==> images/floorplan.png <==
Pins as bars on the die edge.
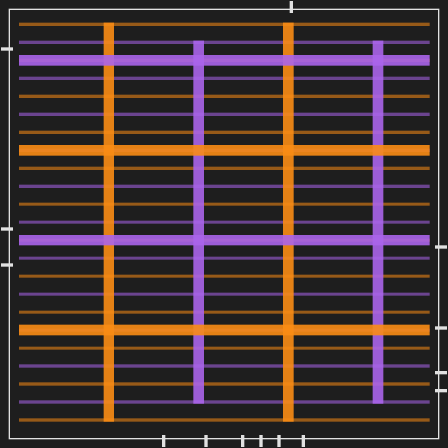
==> images/ff_map.png <==
Other sequential cells in the stronger grey, the rest of the logic in the fainter grey.
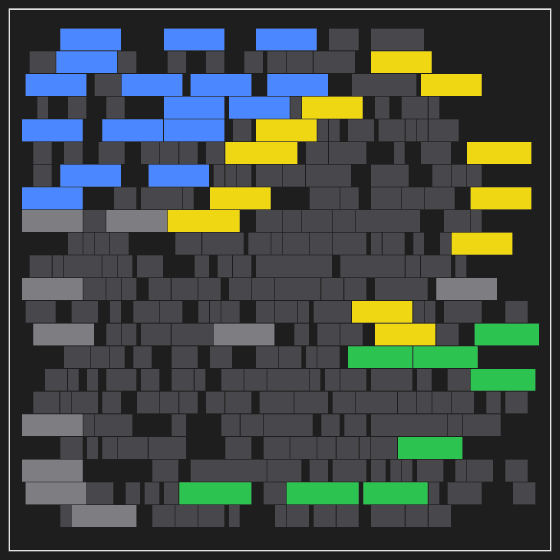
`src/rtl/bounce_pkg.sv`:
```
// Shared types and constants for the switch-bounce emulator and its LFSR.
package bounce_pkg;

  typedef enum logic {
    STABLE = 1'b0,
    BOUNCE = 1'b1
  } state_t;

  localparam int              LFSR_WIDTH     = 16;
  localparam logic [15:0]     LFSR_MASK      = 16'hB400;
  localparam logic [7:0]      TOGGLE_CNT_MAX = 8'hFF;

  // Right-shifting Galois step for x^16+x^14+x^13+x^11+1.
  function automatic logic [LFSR_WIDTH-1:0] lfsr_step(input logic [LFSR_WIDTH-1:0] cur);
    return (cur >> 1) ^ (cur[0] ? LFSR_MASK : '0);
  endfunction

endpackage

```
`src/rtl/bounce_emulator_lfsr16.sv`:
```
// Free-running 16-bit Galois LFSR; a zero seed is replaced by 1 so it never locks up.
module lfsr16
  import bounce_pkg::*;
(
  input  logic                  clk,
  input  logic                  reset,
  input  logic [LFSR_WIDTH-1:0] seed,
  output logic [LFSR_WIDTH-1:0] out
);

  always_ff @(posedge clk) begin
    if (reset) begin
      out <= (seed == '0) ? LFSR_WIDTH'(1) : seed;
    end else begin
      out <= lfsr_step(out);
    end
  end

endmodule

```
`src/rtl/bounce_emulator.sv`:
```
// Turns a clean press level into a bouncing button waveform with LFSR-driven
// spurious toggles inside a fixed-length window after every press change.
module bounce_emulator
  import bounce_pkg::*;
#(
  parameter int          BOUNCE_CYCLES = 4096,
  parameter int          TOGGLE_DIV    = 64,
  parameter logic [15:0] LFSR_SEED     = 16'hACE1
) (
  input  logic       clk,
  input  logic       reset,
  input  logic       press,
  input  logic       enable_bounce,
  output logic       button,
  output logic       settled,
  output logic [7:0] toggle_count
);

  localparam int WIN_W = $clog2(BOUNCE_CYCLES);
  localparam int GAP_W = ($clog2(TOGGLE_DIV) > 1) ? $clog2(TOGGLE_DIV) : 1;

  localparam logic [WIN_W-1:0] WIN_LAST = WIN_W'(BOUNCE_CYCLES - 1);
  localparam logic [GAP_W-1:0] GAP_LAST = GAP_W'(TOGGLE_DIV - 1);

  state_t                  state_reg;
  logic                    target_reg;
  logic                    button_reg;
  logic                    settled_reg;
  logic [7:0]              toggle_count_reg;
  logic [WIN_W-1:0]        window_cnt_reg;
  logic [GAP_W-1:0]        gap_cnt_reg;
  logic [LFSR_WIDTH-1:0]   lfsr_value;
  logic                    lfsr_unused;

  lfsr16 u_lfsr (
    .clk   (clk),
    .reset (reset),
    .seed  (LFSR_SEED),
    .out   (lfsr_value)
  );

  // Upper LFSR bits are kept visible for observation but do not steer the bounce.
  assign lfsr_unused = ^lfsr_value[LFSR_WIDTH-1:1];

  always_ff @(posedge clk) begin
    if (reset) begin
      state_reg        <= STABLE;
      target_reg       <= 1'b0;
      button_reg       <= 1'b0;
      settled_reg      <= 1'b1;
      toggle_count_reg <= 8'd0;
      window_cnt_reg   <= '0;
      gap_cnt_reg      <= '0;
    end else begin
      case (state_reg)
        STABLE: begin
          button_reg  <= target_reg;
          settled_reg <= 1'b1;
          if (press != target_reg) begin
            target_reg <= press;
            button_reg <= press;
            if (enable_bounce) begin
              settled_reg      <= 1'b0;
              window_cnt_reg   <= '0;
              gap_cnt_reg      <= '0;
              toggle_count_reg <= 8'd0;
              state_reg        <= BOUNCE;
            end
          end
        end

        BOUNCE: begin
          if (!enable_bounce) begin
            button_reg  <= target_reg;
            settled_reg <= 1'b1;
            state_reg   <= STABLE;
          end else if (press != target_reg) begin
            // A new press change restarts the whole window from first contact.
            target_reg       <= press;
            button_reg       <= press;
            window_cnt_reg   <= '0;
            gap_cnt_reg      <= '0;
            toggle_count_reg <= 8'd0;
          end else if (window_cnt_reg == WIN_LAST) begin
            button_reg  <= target_reg;
            settled_reg <= 1'b1;
            state_reg   <= STABLE;
          end else begin
            window_cnt_reg <= window_cnt_reg + WIN_W'(1);
            if (gap_cnt_reg == GAP_LAST) begin
              gap_cnt_reg <= '0;
              if (lfsr_value[0]) begin
                button_reg <= ~button_reg;
                if (toggle_count_reg != TOGGLE_CNT_MAX) begin
                  toggle_count_reg <= toggle_count_reg + 8'd1;
                end
              end
            end else begin
              gap_cnt_reg <= gap_cnt_reg + GAP_W'(1);
            end
          end
        end

        default: begin
          state_reg <= STABLE;
        end
      endcase
    end
  end

  assign button       = button_reg;
  assign settled      = settled_reg;
  assign toggle_count = toggle_count_reg;

endmodule

```
`config.mk`:
```
export PLATFORM = sky130hd
export DESIGN_NAME = bounce_emulator
export DESIGN_NICKNAME = d
export VERILOG_FILES = /design/src/rtl/bounce_pkg.sv /design/src/rtl/bounce_emulator_lfsr16.sv /design/src/rtl/bounce_emulator.sv
export SDC_FILE = /design/constraint.sdc
export NUM_CORES = 1
export LEC_CHECK = 0
export ABC_AREA = 0
export CORE_UTILIZATION = 52
export DETAILED_ROUTE_END_ITERATION = 6
export GPL_ROUTABILITY_DRIVEN = 1
export PLACE_DENSITY = 0.75
export SETUP_SLACK_MARGIN = 0.5
export SYNTH_ARGS = -nofsm -noshare
export SYNTH_HDL_FRONTEND = slang
export SYNTH_SLANG_ARGS = --single-unit
```
`constraint.sdc`:
```
create_clock -name clk -period 2.2 [get_ports clk]
set_clock_uncertainty 0.1 [all_clocks]
set_input_delay 0.22 -clock clk [delete_from_list [all_inputs] [get_ports clk]]
set_output_delay 0.22 -clock clk [all_outputs]
set_load 0.1 [all_outputs]
```
==> summary.rpt <==
IMPLEMENTATION SUMMARY REPORT
----------------------------------------------------
[Floorplan]
  Area of the die ........................ 4190 um2
  IO Count ........................ 14

[Pwr]
  Switching power of the nets ........................ 423 uW
  Reg power frac ........................ 51.8%
  Main power-consuming group ........................ sequential cells
  Comb power ........................ 233 uW
  Relative contribution of combinational cells to total power ........................ 13.9%
  Cell internal power dissipation ........................ between 1 and 1.5 mW
  Clock share of power ........................ 34.3%

[Setup path]
  Cell class contributing the biggest share of worst-path delay ........................ simple AND/OR/NAND/NOR gates
  Worst setup path startpoint ........................ target_reg
  Critical Path Max Stage Delay ........................ 0.53 ns
  Worst path buffer plus inverter count ........................ 3
  Worst Path Arrival ........................ 2.34 ns
  Worst Reg-to-Reg Cells ........................ 9
  Sequence of cells on the critical path ........................ inv_2 > ha_4 > buf_4 > nand4_1 > nor4_2 > or4b_4 > buf_4 > o31ai_1 > a21oi_2
  CP endpoint ........................ toggle_count[5]
  Worst R2R End ........................ toggle_count[5]
  Biggest fanout along the worst timing path ........................ 6
  Required time of the critical path ........................ ~2.3 ns

[Finish]
  Nonclk buf count ........................ 50
  Top cell excl fill/tap ........................ buf_4
  Seq cells ........................ between 40 and 50
  Non-clock buffering overhead in the final layout ........................ around 14%
  Area of the multi-input gates ........................ roughly 1300 um2
  Final non-filler cell area ........................ around 2800 um2
  Inverters ........................ 7
  Largest register FFs ........................ 16

[Detailed routing]
  Average vias per placed instance ........................ 5.57
  Sum of met3 wire segment lengths after detailed routing ........................ 216 um
  DR DRC count ........................ 0

[Global routing]
  Global route total overflow ........................ 0
  Busiest layer in global routing ........................ met2
  Pin count of the biggest net entering global routing ........................ 25
  Antenna violations before repair ........................ 0
  Met2 usage in global routing ........................ 38.8%

[Logic synthesis]
  Avg Synthesized Cell Area ........................ 9.06 um2
  Number of warnings issued by yosys ........................ 0
  Logic family by area ........................ simple AND/OR/NAND/NOR gates
  Register area share after synthesis ........................ between 40 and 50%
  Post-synth tally of flip-flops with integrated enable ........................ 0
  Parity-gate share of the synthesized area counting xor and xnor cells ........................ under 10%
  Proportion of synthesized area in mux cells ........................ 0.489%
  Fraction of synthesis flops using an asynchronous set or reset pin ........................ 0%
  Post-synthesis simple-gate area fraction ........................ 30.8%
  Arithmetic-cell share of the synthesized area counting full adders, half adders and majority gates ........................ 3.06%

[CTS]
  PostCTS Resize Cnt ........................ 20
  TritonCTS clock tree ........................ done
  Count of H-tree levels built during CTS ........................ 2
  Worst-Skew Late Latency ........................ 0.30 ns

[Hold path]
  Type of the tightest min-delay check ........................ reg -> reg

[Run status]
  Failing checks ........................ negative setup slack
  Status ........................ complete, but fails checks

[Final timing]
  Share of the clock period used by the worst path ........................ 103%
  Final worst setup slack ........................ -0.0614 ns
  Setup total negative slack ........................ -0.0614 ns
  Total setup violations reported at the end of the flow ........................ 1

[Placed design]
  Dpl ws ........................ -0.399 ns
  Last weighted congestion value of the routability-driven placer ........................ 0.854

----------------------------------------------------
Notes on floorplan.png above:
legend:
  VSS:
    colour: orange
  VDD:
    colour: purple
rows: 22
signal pins: 14
met4 straps: 4
met5 straps: 4
met1 rails: 23
area of the core region: 3720 um2
largest voltage drop on the vdd net: 0.000462 V
die boundary height: 64.7 um
horizontal die size: 64.7 um

Notes on ff_map.png above:
legend:
  toggle_count:
    colour: green
    placed_flops: 8
  u_lfsr.out:
    colour: blue
    placed_flops: 16
  window_cnt_reg:
    colour: yellow
    placed_flops: 12
not coloured: 10
sequential logic power: 869 uW
proportion of cell area occupied by registers: 34.0%
register cell area after layout: 946 um2
utilization of the core after routing: 74.8%

==> cells in the mapped netlist (3+ instances only) <==
master / number / area share [%]
inv_1: 7 / 1.3
or4_1: 4 / 1.5
nor2_1: 19 / 3.5
nand2_1: 16 / 2.9
clkbuf_1: 6 / 1.1
nand4_1: 6 / 1.8
o31ai_1: 4 / 1.5
nand3_2: 3 / 1.5
nand2b_1: 4 / 1.2
a21oi_1: 17 / 4.2
nor3_1: 10 / 2.4
xnor2_1: 12 / 5.1
nor2b_1: 8 / 2.4
ha_1: 5 / 3.1
o21ai_0: 7 / 1.7
dfxtp_1: 46 / 45
or2_2: 9 / 2.8
nand3_1: 11 / 2.7
or3_1: 3 / 0.92
No activity file was given, so power comes from the tool's default toggle rates.
